[src/rtl/mem_stage_lsu.sv]
// rtl/mem_stage_lsu.sv - single-entry load/store stage between execute and writeback
module mem_stage_lsu #(
    parameter int XLEN = 64
) (
    input  logic              clk,
    input  logic              rst_n,
    input  logic              ex_valid,
    output logic              ex_ready,
    input  logic [XLEN-1:0]   ex_result,
    input  logic [XLEN-1:0]   ex_sdata,
    input  logic              ex_is_load,
    input  logic              ex_is_store,
    input  logic [1:0]        ex_size,
    input  logic              ex_unsigned,
    input  logic [4:0]        ex_rd,
    input  logic              ex_rd_wen,
    output logic              mem_req_valid,
    input  logic              mem_req_ready,
    output logic [XLEN-1:0]   mem_addr,
    output logic              mem_we,
    output logic [XLEN/8-1:0] mem_wmask,
    output logic [XLEN-1:0]   mem_wdata,
    input  logic              mem_rsp_valid,
    input  logic [XLEN-1:0]   mem_rdata,
    output logic              wb_valid,
    input  logic              wb_ready,
    output logic [4:0]        wb_rd,
    output logic              wb_wen,
    output logic [XLEN-1:0]   wb_data,
    output logic              wb_misalign
);

    localparam int NB   = XLEN / 8;
    localparam int OFFW = $clog2(NB);

    typedef enum logic [1:0] {IDLE, REQ, WAIT, DONE} state_t;

    state_t          state, state_nxt;
    logic            accept, is_mem, misalign, issue;
    logic [NB-1:0]   size_mask;
    logic [OFFW-1:0] off_q;
    logic [1:0]      size_q;
    logic            unsigned_q, load_q, rd_wen_q;
    logic [XLEN-1:0] rdata_sh, load_val;
    logic            ext;

    // ex_ready is gated by rst_n so nothing is accepted while reset is held
    assign ex_ready      = rst_n & ((state == IDLE) | ((state == DONE) & wb_ready));
    assign accept        = ex_valid & ex_ready;
    assign is_mem        = ex_is_load | ex_is_store;
    assign issue         = is_mem & ~misalign;
    assign mem_req_valid = (state == REQ);
    assign wb_valid      = (state == DONE);

    always_comb begin
        misalign = 1'b0;
        case (ex_size)
            2'd1:    misalign = ex_result[0];
            2'd2:    misalign = |ex_result[1:0];
            2'd3:    misalign = |ex_result[2:0];
            default: misalign = 1'b0;
        endcase
    end

    always_comb begin
        size_mask = NB'(1);
        case (ex_size)
            2'd0:    size_mask = NB'(1);
            2'd1:    size_mask = NB'(3);
            2'd2:    size_mask = NB'(15);
            default: size_mask = NB'(255);
        endcase
    end

    always_comb begin
        rdata_sh = mem_rdata >> {off_q, 3'b000};
        ext      = 1'b0;
        load_val = rdata_sh;
        case (size_q)
            2'd0: begin
                ext      = ~unsigned_q & rdata_sh[7];
                load_val = {{(XLEN-8){ext}}, rdata_sh[7:0]};
            end
            2'd1: begin
                ext      = ~unsigned_q & rdata_sh[15];
                load_val = {{(XLEN-16){ext}}, rdata_sh[15:0]};
            end
            2'd2: begin
                ext      = ~unsigned_q & rdata_sh[31];
                load_val = {{(XLEN-32){ext}}, rdata_sh[31:0]};
            end
            default: load_val = rdata_sh;
        endcase
    end

    always_ff @(posedge clk or negedge rst_n) begin
        if (!rst_n) state <= IDLE;
        else        state <= state_nxt;
    end

    // DONE with wb_ready doubles as IDLE so a waiting op is taken without a bubble
    always_comb begin
        state_nxt = state;
        case (state)
            IDLE: if (accept) state_nxt = issue ? REQ : DONE;
            REQ:  if (mem_req_ready) state_nxt = WAIT;
            WAIT: if (mem_rsp_valid) state_nxt = DONE;
            DONE: begin
                if (accept)        state_nxt = issue ? REQ : DONE;
                else if (wb_ready) state_nxt = IDLE;
            end
            default: state_nxt = IDLE;
        endcase
    end

    always_ff @(posedge clk or negedge rst_n) begin
        if (!rst_n) begin
            off_q       <= '0;
            size_q      <= '0;
            unsigned_q  <= 1'b0;
            load_q      <= 1'b0;
            rd_wen_q    <= 1'b0;
            mem_addr    <= '0;
            mem_we      <= 1'b0;
            mem_wmask   <= '0;
            mem_wdata   <= '0;
            wb_rd       <= '0;
            wb_wen      <= 1'b0;
            wb_data     <= '0;
            wb_misalign <= 1'b0;
        end else if (accept) begin
            off_q       <= ex_result[OFFW-1:0];
            size_q      <= ex_size;
            unsigned_q  <= ex_unsigned;
            load_q      <= ex_is_load;
            rd_wen_q    <= ex_rd_wen;
            mem_addr    <= {ex_result[XLEN-1:OFFW], {OFFW{1'b0}}};
            mem_we      <= ex_is_store;
            mem_wmask   <= size_mask << ex_result[OFFW-1:0];
            mem_wdata   <= ex_sdata << {ex_result[OFFW-1:0], 3'b000};
            wb_rd       <= ex_rd;
            wb_misalign <= is_mem & misalign;
            wb_wen      <= is_mem ? 1'b0 : ex_rd_wen;
            wb_data     <= is_mem ? '0 : ex_result;
        end else if ((state == WAIT) && mem_rsp_valid) begin
            wb_wen  <= load_q & rd_wen_q;
            wb_data <= load_q ? load_val : '0;
        end
    end

endmodule
[config.mk]
export PLATFORM = sky130hd
export DESIGN_NAME = mem_stage_lsu
export DESIGN_NICKNAME = d
export VERILOG_FILES = /design/src/rtl/mem_stage_lsu.sv
export SDC_FILE = /design/constraint.sdc
export NUM_CORES = 1
export LEC_CHECK = 0
export CORE_MARGIN = 2
export CORE_UTILIZATION = 45
export CTS_BUF_LIST = sky130_fd_sc_hd__clkbuf_16
export DETAILED_ROUTE_END_ITERATION = 7
export PLACE_DENSITY = 0.89
export SLEW_MARGIN = 0
export SYNTH_ARGS = -nofsm -noshare
export SYNTH_HDL_FRONTEND = slang
export SYNTH_SLANG_ARGS = --single-unit
export TNS_END_PERCENT = 10
[constraint.sdc]
create_clock -name clk -period 2.37 [get_ports clk]
set_input_delay 0.474 -clock clk [delete_from_list [all_inputs] [get_ports clk]]
set_output_delay 0.474 -clock clk [all_outputs]
set_load 0.01 [all_outputs]
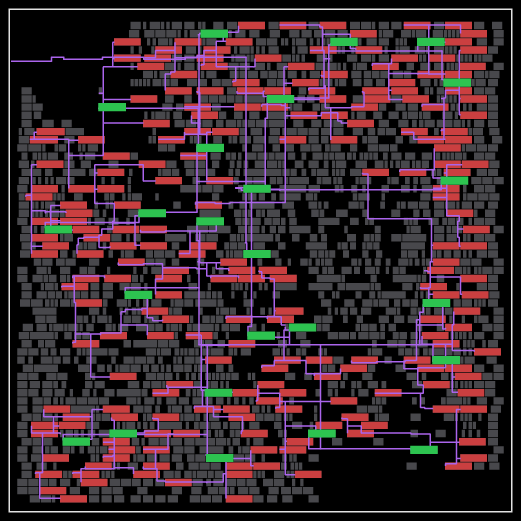
**Above:** routed clock nets over the placement.
Scale: 3 px per um.
legend:
  red:
    item: flip-flops
    count: 215
  green:
    item: cells driving clock nets
    count: 24
  purple:
    item: clock wires
    length: 2990 um
flops lie: spread over the die
clock group share of total power: 16.9%
clock network power: 3.43 mW
insertion delay at the late pin of the worst-skew pair: 0.53 ns
largest clock skew in the final design: 0.01582 ns

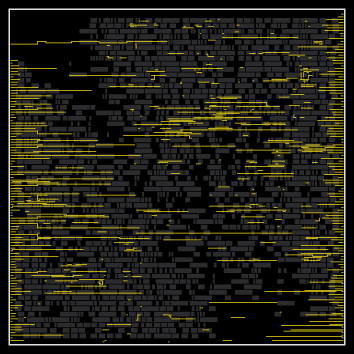
**Above:** M3 wires.
Scale: 2 px per um. Cells faint in the background.
main direction: horizontal
longest straight run: 78.0 um
wire length on this layer: 4460 um
global routing met3 resource utilization: 7.913%
sum of routed wire length over all layers: 48440 um
number of vias in the routed layout: 12174

==> summary.txt <==
Implementation progress

The total of fill cells in the finished design stands at 2048. Per STA, the startpoint of the critical path is off_q[1]. The largest driver fanout on the critical path stands at 15. The longest clock path from root to sink contains 3 buffers. Per the detail_route report, routed wire per instance is 23.49 um. Setup repair after global routing left no endpoint under its margin. The area share of the leading cell type in the synthesized netlist stands at 44.99%. The final critical path time including I/O delays and setup stands at 2.256 ns. Per the GRT log, the top usage layer is met2.

After synthesis, the chip area reported by Yosys is 11960 um2. The detailed placer reported the number of placed instances as 2015. The async set or reset register ratio after synthesis stands at 100.0%.

The arrival time of data at the critical path endpoint stands at 2.66 ns. Clock tree synthesis selected as its root buffer the cell clkbuf_16. In this run, synthesis inferred 0 flip-flops with an integrated enable. The DRC violation total left in the routed layout is recorded as 0.

STA classifies the critical path startpoint as a flop. Checking hold timing, the worst path is listed with class input pin to async pin. The met2 track utilization from global routing stands at 59.10%. The floorplan die height stands at 167.0 um. The top achievable clock speed stands at 443.3 MHz.

The number of instances in the synthesized netlist stands at 1311. Per the placement log, port buffering inserted 416 buffers. After routing, the total negative slack on setup checks comes to 0 ns. The critical path ends at wb_data[35]. The worst setup path is of the flop to flop kind. Yosys stat counts 1311 cells in the synthesized netlist. For this run, global-route usage on met1 was measured as 39.21%. The length of routed wiring on met1 stands at 17710 um. The number of antenna violations at the first check in global routing stands at 4. TritonCTS built the clock tree. The worst setup path is captured at a flop. The design draws 20.32 mW. In this run the critical register-to-register path is launched from off_q[1].

The final report lists the setup-violating endpoint count as 0. The final timing report lists a max-slew violation count of 0. The final cell count without fillers stands at 2062. The timing report shows that the slowest cell on the worst path is dfrtp_2. The number of max-cap violations stands at 0. The total track usage stands at 33.46%. Cells fill 66.85% of the core in the end. The flow ran to the end, and the final reports show no timing, DRC or antenna violations.

The clock transition at the registers of the reported paths stands at 0.06 ns. Sorting the synthesized cells by area gives the leading types as dfrtp_1, nand2_1, mux2i_1. The post-cts repair resize count stands at 4. The core area stands at 26060 um2. Recorded from the global router log, the overflow total was 0.

Buffers inserted to repair hold after CTS numbered 2. The warning tally printed by Yosys for this design is 0. Dividing the synthesized area by the synthesized cell count gives 9.122 um2.
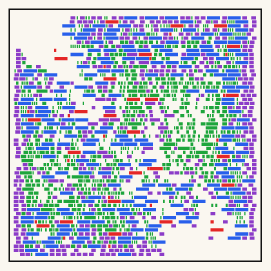
**Above:** cells colored by class.
Scale: 1.5 px per um.
legend:
  red:
    class: clock drivers and dummy loads
    cells: 43
    share_of_their_area: 4.1%
  green:
    class: all other logic
    cells: 985
    share_of_their_area: 36%
  blue:
    class: flip-flops
    cells: 215
    share_of_their_area: 32%
  purple:
    class: other buffers and delay cells
    cells: 482
    share_of_their_area: 29%

## final cells by class
class	instances	share of cell area (%)
Multi-Input combinational cell	981	34.64
Sequential cell	215	30.92
Timing Repair Buffer	482	27.90
Clock buffer	25	3.591
Tap cell	335	2.406
Clock inverter	18	0.4310
Inverter	4	0.08619
Antenna cell	2	0.02873
## report_power, final
part | total [mW] | internal (mW) | leakage [nW] | switching, mW
sequential | 6.41 | 5.26 | 2.75 | 1.15
clock | 3.43 | 1.89 | 0.361 | 1.54
combinational | 10.5 | 5.26 | 4.50 | 5.23
total | 20.3 | 12.4 | 7.61 | 7.92
## per-stage QoR
step / setup WS, ns / cell area, um2 / hold slack [ns]
after floorplan: 0.4839 / 11970 / 0.1784
after global placement: -0.07203 / 16680 / 0.3290
after detailed placement: -0.1470 / 16680 / 0.3282
after CTS: 0.02475 / 17410 / 0.1380
after global routing: 0.02764 / 17420 / 0.1640
final: 0.1141 / 17420 / 0.1058
## layout by cell type (no fill, tap or decap), types with 8 or more instances in the layout
cell,n
mux2_2,22
nor2_1,71
o221ai_1,8
a31oi_1,16
o2bb2ai_1,8
mux4_2,15
buf_4,49
o41ai_1,8
clkinv_1,10
and3_1,8
a22o_1,9
dfrtp_1,211
nand2_1,337
clkbuf_16,25
a21oi_1,61
buf_12,16
a211oi_1,30
o21ai_0,84
o31ai_1,12
o21a_1,18
inv_1,8
o211ai_1,9
o21ai_2,30
nand2b_1,16
nor2b_1,18
nand3_1,18
a22oi_1,57
mux2i_1,78
clkdlybuf4s50_1,411
## cells by family after synthesis
logic type | count (synthesis) | synth area share, %
mux | 117 | 11.68
compound gates | 368 | 20.97
simple gates | 493 | 17.45
buf+inv | 117 | 4.886
other cells | 1 | 0.03136
flops | 215 | 44.99
Power and IR drop assume default switching activity.
